$ cat src/rtl/proc_control_unit.sv
// Control-step FSM for the 16-bit simple processor: captures an instruction into IR and sequences
// mux selects and register enables through T0..T3. Optional mvnz opcode enabled by `define CU_MVNZ_EN.
module proc_control_unit #(
  parameter int DATA_W = 16,
  parameter int IR_W   = 9
) (
  input  logic              Clock,
  input  logic              Reset,
  input  logic              Run,
  input  logic [DATA_W-1:0] Din,
  input  logic              Gnz,
  output logic              IRin,
  output logic [7:0]        Rin,
  output logic [7:0]        selectR,
  output logic              selectG,
  output logic              selectDin,
  output logic              Ain,
  output logic              Gin,
  output logic              AddSub,
  output logic              Done,
  output logic [1:0]        Tstep
);

  typedef enum logic [1:0] {
    T0 = 2'd0,
    T1 = 2'd1,
    T2 = 2'd2,
    T3 = 2'd3
  } tstep_e;

  localparam logic [2:0] OP_MV   = 3'b000;
  localparam logic [2:0] OP_MVI  = 3'b001;
  localparam logic [2:0] OP_ADD  = 3'b010;
  localparam logic [2:0] OP_SUB  = 3'b011;
  localparam logic [2:0] OP_MVNZ = 3'b100;

  tstep_e          state_q, state_d;
  logic [IR_W-1:0] ir_q, ir_d;

  logic [2:0] opc, rx, ry;
  logic       is_arith;

  assign opc      = ir_q[8:6];
  assign rx       = ir_q[5:3];
  assign ry       = ir_q[2:0];
  assign is_arith = (opc == OP_ADD) || (opc == OP_SUB);
  assign Tstep    = state_q;

`ifdef CU_MVNZ_EN
  logic unused_din;
  assign unused_din = ^Din[DATA_W-1:IR_W];
`else
  logic unused_din;
  assign unused_din = ^{Din[DATA_W-1:IR_W], Gnz, OP_MVNZ};
`endif

  always_ff @(posedge Clock or posedge Reset) begin
    if (Reset) begin
      state_q <= T0;
      ir_q    <= '0;
    end else begin
      state_q <= state_d;
      ir_q    <= ir_d;
    end
  end

  // Run is a level start request: it is accepted only in T0 (IRin is the acknowledge) and is
  // ignored in every other step, so holding it high chains instructions back to back.
  always_comb begin
    state_d   = state_q;
    ir_d      = ir_q;
    IRin      = 1'b0;
    Rin       = 8'd0;
    selectR   = 8'd0;
    selectG   = 1'b0;
    selectDin = 1'b0;
    Ain       = 1'b0;
    Gin       = 1'b0;
    AddSub    = 1'b0;
    Done      = 1'b0;

    case (state_q)
      T0: begin
        if (Run) begin
          IRin    = 1'b1;
          ir_d    = Din[IR_W-1:0];
          state_d = T1;
        end
      end
      T1: begin
        state_d = T0;
        case (opc)
          OP_MV: begin
            selectR = {5'd0, ry};
            Rin     = 8'd1 << rx;
            Done    = 1'b1;
          end
          OP_MVI: begin
            selectDin = 1'b1;
            Rin       = 8'd1 << rx;
            Done      = 1'b1;
          end
          OP_ADD, OP_SUB: begin
            selectR = {5'd0, rx};
            Ain     = 1'b1;
            state_d = T2;
          end
`ifdef CU_MVNZ_EN
          OP_MVNZ: begin
            selectR = {5'd0, ry};
            Rin     = Gnz ? (8'd1 << rx) : 8'd0;
            Done    = 1'b1;
          end
`endif
          default: Done = 1'b1;
        endcase
      end
      T2: begin
        // A non-arithmetic opcode here is an illegal state: outputs stay 0 and we return to T0.
        state_d = T0;
        if (is_arith) begin
          selectR = {5'd0, ry};
          Gin     = 1'b1;
          AddSub  = (opc == OP_SUB);
          state_d = T3;
        end
      end
      T3: begin
        state_d = T0;
        if (is_arith) begin
          selectG = 1'b1;
          Rin     = 8'd1 << rx;
          Done    = 1'b1;
        end
      end
      default: state_d = T0;
    endcase

    if (Reset) begin
      IRin      = 1'b0;
      Rin       = 8'd0;
      selectR   = 8'd0;
      selectG   = 1'b0;
      selectDin = 1'b0;
      Ain       = 1'b0;
      Gin       = 1'b0;
      AddSub    = 1'b0;
      Done      = 1'b0;
    end
  end

endmodule

$ cat config.mk
export PLATFORM = sky130hd
export DESIGN_NAME = proc_control_unit
export DESIGN_NICKNAME = d
export VERILOG_FILES = /design/src/rtl/proc_control_unit.sv
export SDC_FILE = /design/constraint.sdc
export NUM_CORES = 1
export LEC_CHECK = 0
export ABC_AREA = 1
export CAP_MARGIN = 20
export CORE_AREA = 2 2 50 52
export DETAILED_ROUTE_END_ITERATION = 10
export DIE_AREA = 0 0 52 54
export PLACE_DENSITY_LB_ADDON = 0.08
export SYNTH_ARGS = -nofsm -noshare
export SYNTH_HDL_FRONTEND = slang
export SYNTH_SLANG_ARGS = --single-unit
export TNS_END_PERCENT = 50
$ cat constraint.sdc
create_clock -name Clock -period 1.4 [get_ports Clock]
set_input_delay 0.14 -clock Clock [delete_from_list [all_inputs] [get_ports Clock]]
set_output_delay 0.14 -clock Clock [all_outputs]
set_load 0.005 [all_outputs]
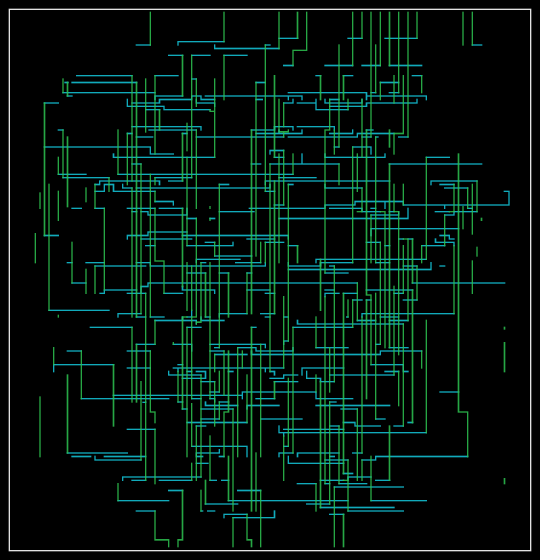
(run_1/wires.png)
Two of the layers only.
| layer | colour | wire length |
|---|---|---|
| metal 1 | cyan | 1,040 um |
| metal 2 | green | 1,340 um |

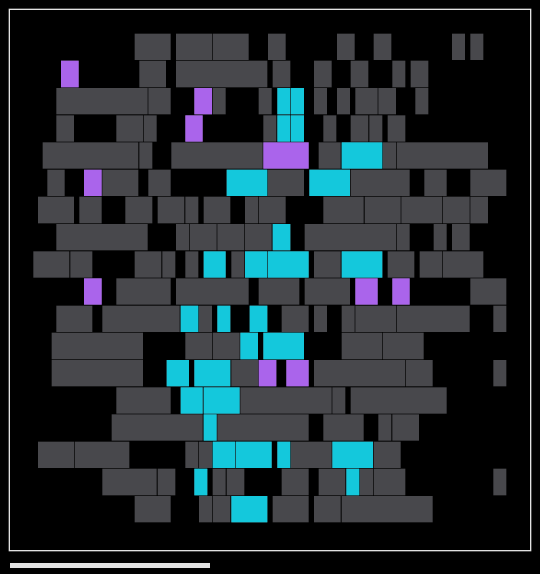
(run_1/logic_types.png)
Bar = 20 um.
| family | colour | cells | most used |
|---|---|---|---|
| aoi and oai cells | purple | 10 | a21oi_1 |
| nand cells | cyan | 29 | nand2_1 |

==> results.toml <==
# synthesis and place-and-route metrics
[run]
drv_cap = 0
warnings = 40

[critical_path]
critPathMaxFanout = 5
cp.arrival_ns = 1.52
worstPathCellList = "buf_6 -> buf_12 -> ha_4 -> nand4_1 -> nand2_1 -> nor2_1 -> nor2_1 -> buf_2"
worstSetupPathType = "flip-flop to output port"
cp-start-kind = "flip-flop"
crit_slowest_cell = "dfrtp_1"
endpoint_kind = "output port"
required_ns = 1.26
cpMostUsedCell = "nor2_1"
max_stage_delay_ns = 0.40

[finish]
area_growth_pct = 84.5
n_antenna_cell = 0
drive_gt1_share_pct = 53.5
finalNonFillerCells = 200
nNetsFinal = 196
fill_cells = 199

[sta]
finalHoldViolations = 0
slew_viol_final = 0
final.min_clock_period_ns = 1.66
fin_ws_ns = -0.260
rsz0062_at_grt = "yes"
period_used_pct = 119
finalSetupViolCount = 21
max_freq_mhz = 602
skew_ns = 0.00348

[synth]
synth_xor_xnor_area_share_pct = 0
top_cell_area_share_pct = 33.4
mux_area_share_pct = 4.10
synth-simple-area-share_pct = 33.6
logic_family = "simple AND/OR/NAND/NOR gates"
synthCells = 111
synth_flops = 11
synthAoiAreaFrac_pct = 6.53
avgSynthCellArea_um2 = 7.42
adder_share_pct = 7.60
yosys_area_um2 = 823
synth_area_um2 = 823
yosysUniqueCellTypes = 22
topCellsByArea = "dfrtp_1 (33%), nor2_1 (10%), ha_1 (7.6%)"
ys_cells = 111
yosysTopAreaCell = "dfrtp_1"
yosys_warnings = 0
postSynthSeqShare_pct = 33.4

[floorplanning]
initial_core_util_pct = 35.5
die_h_um = 54
die_w_um = 52
design.portCount = 45
dieArea_um2 = 2810
design.core.area_um2 = 2320
row_count = 18

[grt]
grt_overflow = 0
grt_use_total_pct = 19.7
grt_pass1_wl_mm = 4.03
antenna_found_initial = 0
grt_pass1_vias = 879
grt_max_degree = 11

[power_and_ir_drop]
power.switching_mw = 1.19
pwr-share-seq_pct = 25.3
comb_power_share_pct = 66.5
powerDensity_nw_per_um2 = 1770
p_clk_share_pct = 8.2
swShare_pct = 44.2
internal_power_mw = 1.50
leakage_nw = 0.821
max-vdd-ir-drop_v = 0.00106
p_total_mw = 2.69

[placement]
hpwl_mm = 1.72
place_congestion = 0.811
io_buffers = 31
preCtsSetupSlack_ns = -0.442
placedCellCount = 189

[drt]
ant_nets = 0
dr.pass1.iters = 4
wl_per_cell_um = 12.5
drtIter0Drc = 9
via_per_inst = 4.65
vias = 929
wl_mm = 2.49
drcViolationCount = 0

[clock_tree]
holdBufCountCts = 0
root_buffer = "clkbuf_4"
numCtsBuffers = 3
clkLatencyLatePin_ns = 0.27
cts-htree-levels = 1
clk_pin_slew_ns = 0.07
cts_tree = "yes"
cts.sinks = 11
cts_buffer_depth = 2

[run_status]
violations = "negative setup slack"
status = "finished, violations left"

[worst_hold_path]
hp-class = "input port to async pin"
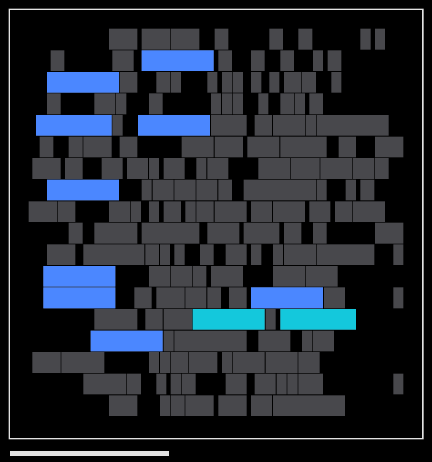
(run_1/flops_by_reg.png)
Bar = 20 um.
| netlist name | colour | placed flops |
|---|---|---|
| Tstep | cyan | 2 |
| ir_q | blue | 9 |

## run 1: synthesized netlist by cell type
cell type	instances
a21oi_1	6
a31oi_1	1
buf_2	2
buf_4	5
clkbuf_8	1
conb_1	1
dfrtp_1	11
ha_1	5
inv_1	13
inv_2	2
mux2_2	3
nand2_1	13
nand2_2	3
nand2_4	1
nand3_1	8
nand4_1	4
nor2_1	23
nor2_8	1
nor3_1	4
nor4_1	1
o21ai_0	1
o22ai_1	2
## run 1: final cells by class
cell class              count  area [um^2]  area share [%]
flip-flops and latches     11          278            18.3
well taps                  30         37.5            2.47
inverters                  15         56.3            3.71
multi-input cells          81          642            42.3
repair buffers             59          479            31.5
clock buffers               4         26.3            1.73
## run 1: stage by stage
step / area [um^2] / utilization (%) / hold slack, ns / TNS (ns)
after floorplan: 838 / - / 0.164 / 0
after global placement: 1280 / 55.3 / 0.522 / -6.03
after detailed placement: 1280 / 55.3 / 0.533 / -6.55
after CTS: 1460 / 63.1 / 0.435 / -3.68
after global routing: 1520 / 65.5 / 0.453 / -5.27
final: 1520 / 65.5 / 0.434 / -3.62
## run 1: per-layer routing
| layer | GRT usage, % | routed length [um] | vias up |
|---|---|---|---|
| li1 | - | - | 463 |
| met1 | 24.8 | 1040 | 441 |
| met2 | 34.0 | 1340 | 20 |
| met3 | 2.50 | 88 | 5 |
| met4 | 8.33 | 30 | 0 |
| met5 | 0 | 0 | - |
## run 1: cells in the final DEF (no fill, tap or decap), drive strengths merged
cell            n
o22ai           2
conb            5
nand2          17
clkdlybuf4s15   1
clkbuf          4
buf            46
nand3           8
o21ai           1
dfrtp          11
clkdlybuf4s50  11
a21oi           6
nand4           4
inv            15
nor2           24
a31oi           1
nor4            1
dlygate4sd2     1
nor3            4
ha              5
mux2            3
## run 1: worst paths after layout
| kind | start | end | slack (ns) | depth (start not counted) |
|---|---|---|---|---|
| min reg2reg | ir_q[1] | ir_q[1] | 0.56 | 1 |
| min in group Clock | Din[7] | ir_q[7] | 0.45 | 3 |
| max | Tstep[1] | selectR[1] | -0.26 | 8 |
| min | Reset | ir_q[8] | 0.43 | 3 |
| max in group asynchronous | Reset | Tstep[0] | 0.74 | 4 |
| max reg2reg | Tstep[0] | ir_q[1] | -0.02 | 6 |
## run 1: kinds of logic after synthesis
family,after synthesis
flops,11
compound gates,10
other cells,1
mux,3
simple gates,58
buf+inv,23
fa+ha+maj,5
## run 1: state kept, by name (all words and copies together) (netlist names)
signal and cells:
Tstep 2, ir_q 9
## run 1: critical path: cells and delay by family, from the launching register on
kind                       cells  cell delay, ns
adders and majority gates      1            0.17
DFF                            1            0.40
buffers and inverters          3            0.38
and+or+nand+nor                4            0.29
## run 1: what timing repair did
item / in CTS / in global routing
buffers inserted: 6 / 1
cloned: 0 / 0
setup endpoints to repair: 25 / 27
gates resized: 111 / 17
pin swaps: 19 / 12
hold endpoints to repair: 0 / 0
## run 1: power by group through the flow
stage	registers, mW	clock network (mW)	logic, mW
global placement	0.624	0	1.22
CTS	0.664	0.227	1.63
floorplan	0.608	0	0.711
detailed placement	0.632	0	1.24
global route	0.701	0.234	1.95
finish	0.680	0.220	1.79
Power figures rest on the tool's default switching activity, not on a simulated workload.
